## config.mk

```make
export PLATFORM = sky130hd
export DESIGN_NAME = prio_encoder_rr
export DESIGN_NICKNAME = d
export VERILOG_FILES = /design/src/rtl/enc_pkg.sv /design/src/rtl/prio_find.sv /design/src/rtl/prio_encoder_rr.sv
export SDC_FILE = /design/constraint.sdc
export NUM_CORES = 1
export LEC_CHECK = 0
export CORE_ASPECT_RATIO = 1.5
export CORE_MARGIN = 1.5
export CORE_UTILIZATION = 52
export DETAILED_ROUTE_END_ITERATION = 12
export PLACE_DENSITY = 0.85
export SYNTH_ARGS = -nofsm -noshare
export SYNTH_HDL_FRONTEND = slang
export SYNTH_HIERARCHICAL = 1
export SYNTH_SLANG_ARGS = --single-unit
```

## constraint.sdc

```tcl
create_clock -name CLK -period 4.8 [get_ports CLK]
set_clock_uncertainty 0.2 [all_clocks]
set_input_delay 0.72 -clock CLK [delete_from_list [all_inputs] [get_ports CLK]]
set_output_delay 0.72 -clock CLK [all_outputs]
set_load 0.02 [all_outputs]
```

## src/rtl/enc_pkg.sv

```systemverilog
// Shared constants and helpers for the registered round-robin priority encoder.
package enc_pkg;

    localparam logic MODE_FIXED = 1'b0;
    localparam logic MODE_RR    = 1'b1;

    // Index width for N request lines; at least one bit even for N=2.
    function automatic int idx_width(input int n);
        return (n <= 2) ? 1 : $clog2(n);
    endfunction

endpackage

```

## src/rtl/prio_find.sv

```systemverilog
// Combinational highest-set-bit search starting at start_i and descending with wrap.
module prio_find
    import enc_pkg::*;
#(
    parameter  int N    = 8,
    localparam int IDXW = idx_width(N)
) (
    input  logic [N-1:0]    vec_i,
    input  logic [IDXW-1:0] start_i,
    output logic [IDXW-1:0] idx_o,
    output logic [N-1:0]    onehot_o,
    output logic            none_o
);

    logic [IDXW-1:0] base;
    logic [N-1:0]    rot;
    logic [IDXW-1:0] hi;
    logic            found;
    logic [IDXW:0]   sum;
    logic [IDXW-1:0] idx;

    always_comb begin
        // Rotate so vec_i[start_i] sits at the MSB; the search order then
        // becomes a plain top-down scan of rot.
        base  = (start_i == IDXW'(N - 1)) ? '0 : start_i + 1'b1;
        rot   = N'({vec_i, vec_i} >> base);
        hi    = '0;
        found = 1'b0;
        for (int j = 0; j < N; j++) begin
            if (rot[j]) begin
                hi    = IDXW'(j);
                found = 1'b1;
            end
        end
        sum = {1'b0, base} + {1'b0, hi};
        if (sum >= (IDXW + 1)'(N)) begin
            sum = sum - (IDXW + 1)'(N);
        end
        idx      = found ? sum[IDXW-1:0] : '0;
        idx_o    = idx;
        onehot_o = found ? (N'(1) << idx) : '0;
        none_o   = !found;
    end

endmodule

```

## src/rtl/prio_encoder_rr.sv

```systemverilog
// Registered priority encoder with fixed/round-robin modes and EN/RDY handshakes.
module prio_encoder_rr
    import enc_pkg::*;
#(
    parameter  int N    = 8,
    localparam int IDXW = idx_width(N)
) (
    input  logic            CLK,
    input  logic            RST,
    input  logic [N-1:0]    enc_req,
    input  logic            enc_mode_rr,
    input  logic            EN_enc,
    output logic            RDY_enc,
    output logic [IDXW-1:0] out_idx,
    output logic [N-1:0]    out_onehot,
    output logic            out_none,
    output logic            RDY_out,
    input  logic            EN_out
);

    // Handshake: a transfer happens on a rising edge where EN and RDY are both
    // high; EN while RDY is low is ignored and the sender must hold its data.
    localparam logic [IDXW-1:0] PTR_RST = IDXW'(N - 1);

    logic [IDXW-1:0] ptr_q, ptr_d;
    logic [IDXW-1:0] idx_q, idx_d;
    logic [N-1:0]    onehot_q, onehot_d;
    logic            none_q, none_d;
    logic            rdy_q, rdy_d;

    logic            accept;
    logic            pop;
    logic [IDXW-1:0] start;
    logic [IDXW-1:0] find_idx;
    logic [N-1:0]    find_onehot;
    logic            find_none;

    assign RDY_enc = !rdy_q | EN_out;
    assign accept  = EN_enc & RDY_enc;
    assign pop     = EN_out & rdy_q;
    assign start   = (enc_mode_rr == MODE_RR) ? ptr_q : PTR_RST;

    prio_find #(.N(N)) u_find (
        .vec_i    (enc_req),
        .start_i  (start),
        .idx_o    (find_idx),
        .onehot_o (find_onehot),
        .none_o   (find_none)
    );

    always_comb begin
        ptr_d    = ptr_q;
        idx_d    = idx_q;
        onehot_d = onehot_q;
        none_d   = none_q;
        rdy_d    = rdy_q;
        if (accept) begin
            idx_d    = find_idx;
            onehot_d = find_onehot;
            none_d   = find_none;
            rdy_d    = 1'b1;
            // Next search starts just below the winner so it goes last.
            if ((enc_mode_rr == MODE_RR) && !find_none) begin
                ptr_d = (find_idx == '0) ? PTR_RST : find_idx - 1'b1;
            end
        end else if (pop) begin
            rdy_d = 1'b0;
        end
    end

    always_ff @(posedge CLK) begin
        if (RST) begin
            ptr_q    <= PTR_RST;
            idx_q    <= '0;
            onehot_q <= '0;
            none_q   <= 1'b0;
            rdy_q    <= 1'b0;
        end else begin
            ptr_q    <= ptr_d;
            idx_q    <= idx_d;
            onehot_q <= onehot_d;
            none_q   <= none_d;
            rdy_q    <= rdy_d;
        end
    end

    assign out_idx    = idx_q;
    assign out_onehot = onehot_q;
    assign out_none   = none_q;
    assign RDY_out    = rdy_q;

endmodule
```

==> flow.log, run 1 <==
[metrics] run summary
[metrics] met2 usage in global routing: 0.4829
[metrics] slew margin rel.: 0.5478
[metrics] post-synthesis cell type count: 52
[metrics] time the final worst path needs with I/O delays and setup: 4.573 ns
[metrics] launch point of the worst path: enc_mode_rr
[metrics] sum of met2 wire segment lengths after detailed routing: 2119 um
[metrics] detailed-route via count: around 1500
[metrics] met3 WL: 150 um
[metrics] largest voltage drop on the vdd net: 380.0 uV
[metrics] Synth top area share: 0.2124
[metrics] combinational share of power: 0.628
[metrics] IO Pins: 27
[metrics] top cells by count: 16 x a21oi_1, 16 x dfxtp_1, 14 x nand3_1
[metrics] summed area of non-filler cells in the final layout: 0.001918 mm^2
[metrics] Post-Synth Adder-Cell Area: 0.05477
[metrics] number of setup buffers added after CTS: 0
[metrics] register fraction of the total cell area: 0.1670
[metrics] global route overflow: 0
[metrics] proportion of total power due to net switching: 0.3889
[metrics] chain of cells forming the critical path: clkdlybuf4s50_1 > nand2b_1 > ha_1 > buf_12 > mux2_2 > a211o_1 > a211oi_1 > a311oi_1 > ha_1 > inv_1 > fa_1 > nor2_1 > inv_1 > ha_1 > ha_1 > nor3b_2 > mux2i_1
[metrics] run status: complete, no violations
[metrics] GRT busiest layer: met2
[metrics] critical path fanouts, max: 16
[metrics] family with the most delay on the worst path: adder cells
[metrics] areal power density over the cells: 401.1 mW/mm^2
[metrics] wire length after detailed routing: 3833 um
[metrics] RSZ-0062 raised after global routing: no
[metrics] most used flip-flop cell: dfxtp_1
[metrics] largest net degree at the start of global routing: 22
[metrics] critical path's slowest cell: clkdlybuf4s50_1
[metrics] Net Count, Synth: 193
[metrics] number of warnings in the stage logs: 26
[metrics] fraction of layout cells with a size suffix above 1: 0.2059
[metrics] critical setup path kind: input pin to register
[metrics] clock-pin slew reported for the worst setup and hold paths after clock tree synthesis: 0.06 ns
[metrics] drt wl/cell: between 15 and 20 um
[metrics] clock tree from TritonCTS: yes
[metrics] transition time of the tightest slew-check pin: 0.6762 ns
[metrics] total setup violations reported at the end of the flow: 0
[metrics] Internal: 470.2 uW
[metrics] Top Layout Cells: 26 x clkdlybuf4s50_1, 16 x dfxtp_1, 16 x a21oi_1
[metrics] Non-clock inverters: 14
[run 1: stage by stage]
step	total power, mW	util	hold slack (ns)	TNS, ns	worst slack (ns)
after CTS	0.7548	0.6989	0.2870	0	0.1341
after detailed placement	0.6288	0.6785	0.2781	-0.08092	-0.03121
final	0.7693	0.7091	0.2847	0	0.2269
after floorplan	0.4857	-	0.2779	0	0.5455
after global routing	0.8235	0.7091	0.3082	0	0.04611
after global placement	0.6152	0.6785	0.2680	0	0.07053
[run 1: path summary, 6_finish.rpt]
path	to	slack [ns]	depth (start not counted)
hold / removal	out_onehot[0]$_SDFFE_PP0P_	0.28	2
setup reg to reg	ptr_q[1]$_SDFFE_PP1P_	0.82	16
setup / recovery	ptr_q[1]$_SDFFE_PP1P_	0.23	17
hold reg to reg	out_onehot[0]$_SDFFE_PP0P_	0.28	2
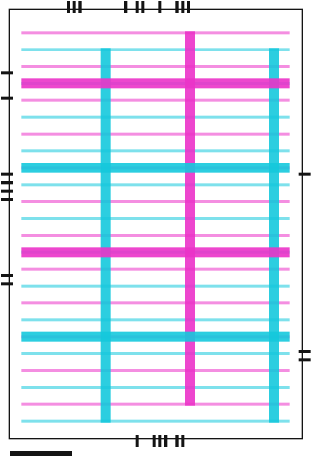
Run 1: floorplan with the power grid
Scale bar: 10 um. Pins as bars on the die edge.
- VSS: cyan
- VDD: magenta
- met4 straps: 3
- signal pins: 27

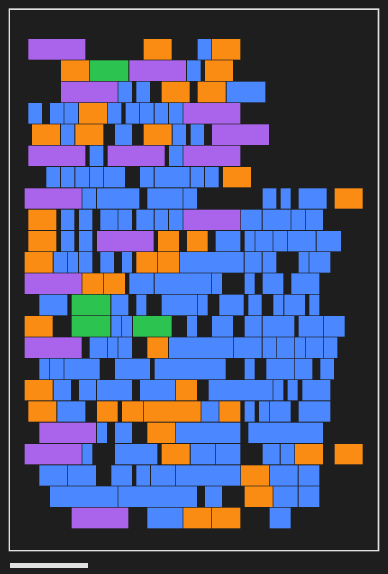
Run 1: cells coloured by class
Scale bar: 10 um.
- remaining buffers and delay cells: orange (cells 38; share of their area 19%)
- remaining logic cells: blue (cells 146; share of their area 61%)
- clock drivers and dummy loads: green (cells 4; share of their area 2.9%)
- sequential cells: purple (cells 16; share of their area 17%)

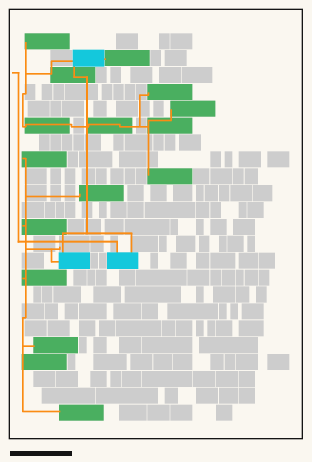
Run 1: clock wires, drivers and flops
Scale bar: 10 um.
- clock wires: orange (length 242 um)
- clock-net drivers: cyan (count 3)
- flip-flops: green (count 16)
- routed clock nets: 4

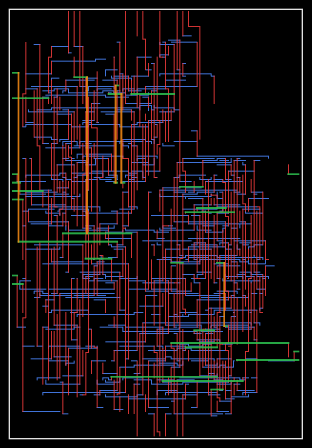
Run 1: signal wires by layer
- M1: blue (wire length 1470 um)
- M4: orange (wire length 92.5 um)
- M2: red (wire length 2120 um)
- M3: green (wire length 150 um)

==> inputs of run 2 (changes only) <==
--- a/config.mk
+++ b/config.mk
@@ -6,11 +6,11 @@
 export NUM_CORES = 1
 export LEC_CHECK = 0
 export CORE_ASPECT_RATIO = 1.5
-export CORE_MARGIN = 1.5
-export CORE_UTILIZATION = 52
+export CORE_MARGIN = 2
+export CORE_UTILIZATION = 51
 export DETAILED_ROUTE_END_ITERATION = 12
 export PLACE_DENSITY = 0.85
+export SLEW_MARGIN = 10
 export SYNTH_ARGS = -nofsm -noshare
 export SYNTH_HDL_FRONTEND = slang
-export SYNTH_HIERARCHICAL = 1
 export SYNTH_SLANG_ARGS = --single-unit
==> run 2 against run 1 <==
Sequential power barely moved. Area after synthesis fell by 11%. Hold slack got worse by 0.029 ns. Via count fell by 22%. Power fell by 17%. Die size fell by 5.0%. Core utilization fell by 3.0 points. Global-route usage fell by 4.4 points. Highest routed layer unchanged. Setup slack got worse by 0.042 ns. Largest cell class unchanged. Critical path depth fell by 1. Sequential cell count did not move. Clock-buffer cell count did not move.
==> flow.log, run 2 <==
[metrics] run summary
[metrics] Total Negative Setup Slacks: 0 ns
[metrics] number of setup buffers added after CTS: 0
[metrics] Endpoint, Worst Hold: out_onehot[6]$_SDFFE_PP0P_
[metrics] critical path's slowest cell: mux4_2
[metrics] critical setup path kind: input pin to register
[metrics] Post-Synth Adder-Cell Area: 0.07063
[metrics] post-synthesis cell type count: 37
[metrics] Worst Hold Path Cells: 2
[metrics] met3 WL: 103 um
[metrics] top cells by count: 16 x dfxtp_1, 13 x nand2_1, 12 x nor2_1
[metrics] run status: complete, no violations
[metrics] slack of the critical path: around 0.18 ns
[metrics] largest voltage drop on the vdd net: roughly 190 uV
[metrics] transition time of the tightest slew-check pin: approximately 0.61 ns
[metrics] cell taking the most area after synthesis: dfxtp_1
[metrics] IO Pins: 27
[metrics] summed area of non-filler cells in the final layout: 0.001683 mm^2
[metrics] Worst setup endpoint: out_onehot[2]$_SDFFE_PP0P_
[metrics] Top Layout Cells: 26 x clkdlybuf4s50_1, 16 x dfxtp_1, 13 x nand2_1
[metrics] combinational share of power: 0.607
[metrics] clock-pin slew reported for the worst setup and hold paths after clock tree synthesis: about 0.08 ns
[metrics] met2 usage in global routing: 0.4097
[metrics] number of warnings in the stage logs: 30
[metrics] slew margin rel.: 0.5937
[metrics] areal power density over the cells: 377.8 mW/mm^2
[metrics] wire length after detailed routing: 2886 um
[metrics] Internal: 383.3 uW
[metrics] family with the most delay on the worst path: adder cells
[metrics] register fraction of the total cell area: 0.1903
[metrics] proportion of total power due to net switching: 0.3972
[metrics] time the final worst path needs with I/O delays and setup: roughly 4.6 ns
[metrics] critical path fanouts, max: 4
[metrics] Non-clock inverters: 9
[metrics] total setup violations reported at the end of the flow: 0
[metrics] fraction of layout cells with a size suffix above 1: 0.2025
[metrics] Finished Core Util: 0.6793
[metrics] launch point of the worst path: enc_mode_rr
[metrics] worst-case register-to-register setup slack: 0.87 ns
[metrics] largest net degree at the start of global routing: 19
[metrics] pre-CTS setup slack: -0.1008 ns
[metrics] global route overflow: 0
[metrics] most used flip-flop cell: dfxtp_1
[metrics] Synth top area share: 0.2379
[metrics] worst reg2reg path endpoint: out_onehot[2]$_SDFFE_PP0P_
## run 2: worst reg2reg max path, stage by stage, from the launching register on
cell,delay [ns]
dfxtp_1,0.35
nor2b_4,0.11
inv_1,0.07
ha_1,0.24
xnor2_4,0.23
mux4_2,0.59
a211oi_2,0.25
o21ai_1,0.11
nand2_1,0.10
fa_1,0.43
or2_2,0.36
inv_1,0.10
ha_1,0.17
inv_1,0.05
o41a_1,0.40
nor2_1,0.10
## run 2: power by group through the flow
stage	logic (mW)	clock network [mW]	registers, mW
final	0.386	0.0872	0.163
after global placement	0.370	0	0.165
after global routing	0.421	0.0981	0.165
after floorplan	0.254	0	0.185
after detailed placement	0.378	0	0.166
after CTS	0.380	0.0894	0.163
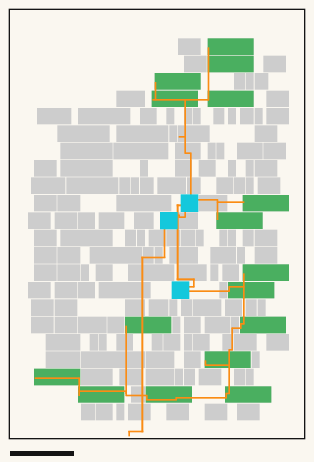
Run 2: clock wires, drivers and flops
Scale bar: 10 um.
power share of the clock group: 0.137
clk ins delay skew pair: 0.29 ns

==> inputs of run 3 (changes only) <==
--- a/config.mk
+++ b/config.mk
@@ -14,3 +14,4 @@
 export SYNTH_ARGS = -nofsm -noshare
 export SYNTH_HDL_FRONTEND = slang
 export SYNTH_SLANG_ARGS = --single-unit
+export TNS_END_PERCENT = 20
==> constraint.sdc (replaced) <==
create_clock -name CLK -period 4.8 [get_ports CLK]
set_clock_uncertainty 0.2 [all_clocks]
set_input_delay 1.2 -clock CLK [delete_from_list [all_inputs] [get_ports CLK]]
set_output_delay 1.2 -clock CLK [all_outputs]
set_load 0.02 [all_outputs]
==> run 3 against run 2 <==
Core utilization increased by 5.8 points. Hold slack got worse by 0.0016 ns. Global-route usage increased by 2.6 points. Register-to-register slack improved by 0.25 ns. Clock-buffer cell count unchanged. Highest routed layer unchanged. Clock power increased by 2.8%. Largest power group unchanged. Area after synthesis unchanged. Via count increased by 5.9%. Critical path type unchanged.
==> flow.log, run 3 <==
[metrics] run summary
[metrics] critical setup path kind: input pin to register
[metrics] most used flip-flop cell: dfxtp_1
[metrics] Post-Synth Adder-Cell Area: 0.07063
[metrics] areal power density over the cells: 393.1 mW/mm^2
[metrics] transition time of the tightest slew-check pin: a little over 0.6 ns
[metrics] RSZ-0062 raised after global routing: no
[metrics] total setup violations reported at the end of the flow: 0
[metrics] Net Count, Synth: 154
[metrics] register fraction of the total cell area: 0.1753
[metrics] hold slack: 0.2544 ns
[metrics] GRT busiest layer: met2
[metrics] largest net degree at the start of global routing: 19
[metrics] wire length after detailed routing: 3143 um
[metrics] combinational power: 465 uW
[metrics] clock-pin slew reported for the worst setup and hold paths after clock tree synthesis: 0.09 ns
[metrics] summed area of non-filler cells in the final layout: around 0.0018 mm^2
[metrics] family with the most delay on the worst path: AND-OR/OR-AND gates
[metrics] clock tree from TritonCTS: yes
[metrics] number of warnings in the stage logs: 31
[metrics] Total Negative Setup Slacks: 0 ns
[metrics] post-synthesis cell type count: 37
[metrics] slew margin rel.: 0.5935
[metrics] post-route total power: 718.1 uW
[metrics] Finished Core Util: 0.7374
[metrics] met3 WL: approximately 83 um
[metrics] Synth top area share: 0.2379
[metrics] top cells by count: 16 x dfxtp_1, 13 x nand2_1, 12 x nor2_1
[metrics] power of the clock network: 89.6 uW
[metrics] number of setup buffers added after CTS: 4
[metrics] combinational share of power: 0.647
[metrics] critical path's slowest cell: mux4_2
[metrics] slack of the critical path: around 0.4 ns
[metrics] global route overflow: 0
[metrics] Internal: ~440 uW
[metrics] Top Layout Cells: 25 x clkdlybuf4s50_1, 21 x buf_4, 16 x dfxtp_1
[metrics] time the final worst path needs with I/O delays and setup: ~4.4 ns
[metrics] run status: complete, no violations
[metrics] Non-clock inverters: 9
[metrics] power attributed to sequential cells: 164 uW
==> run 3: path summary, 6_finish.rpt <==
| kind | startpoint | endpoint | slack (ns) | cells after the start |
|---|---|---|---|---|
| min reg2reg | out_onehot[6]$_SDFFE_PP0P_ | out_onehot[6]$_SDFFE_PP0P_ | 0.25 | 2 |
| min | out_onehot[6]$_SDFFE_PP0P_ | out_onehot[6]$_SDFFE_PP0P_ | 0.25 | 2 |
| max | enc_mode_rr | out_onehot[2]$_SDFFE_PP0P_ | 0.40 | 15 |
| max reg2reg | ptr_q[0]$_SDFFE_PP1P_ | out_onehot[2]$_SDFFE_PP0P_ | 1.12 | 15 |
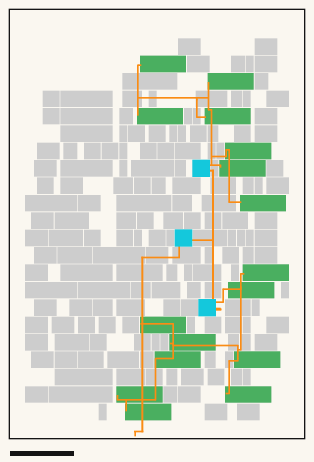
Run 3: clock wires, drivers and flops
Scale bar: 10 um.
- clock-net drivers: cyan (count 3)
- flip-flops: green (count 16)
- clock wires: orange (length 192 um)
- routed clock nets: 4


==> screenshots <==
Routing congestion map.
(a)
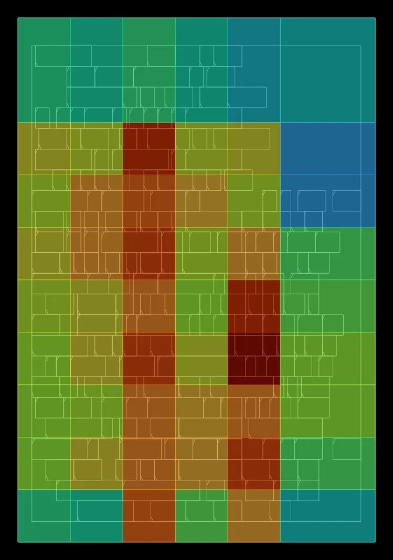
(b)
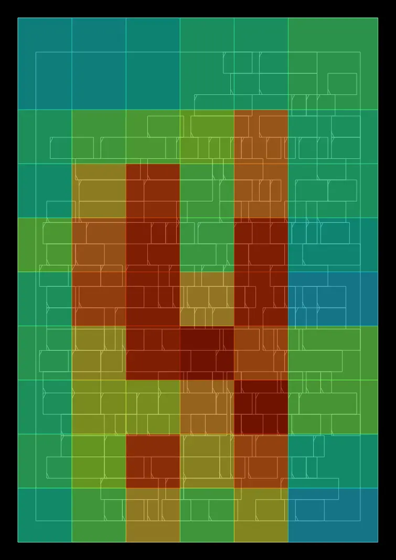
(c)
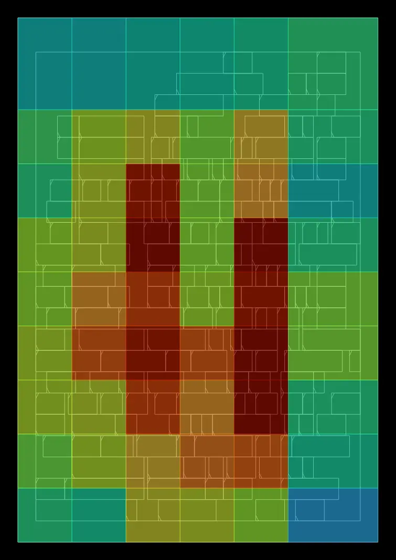
(a) is run 1.
(b) is run 2.
(c) is run 3.

Power and IR drop assume default switching activity.
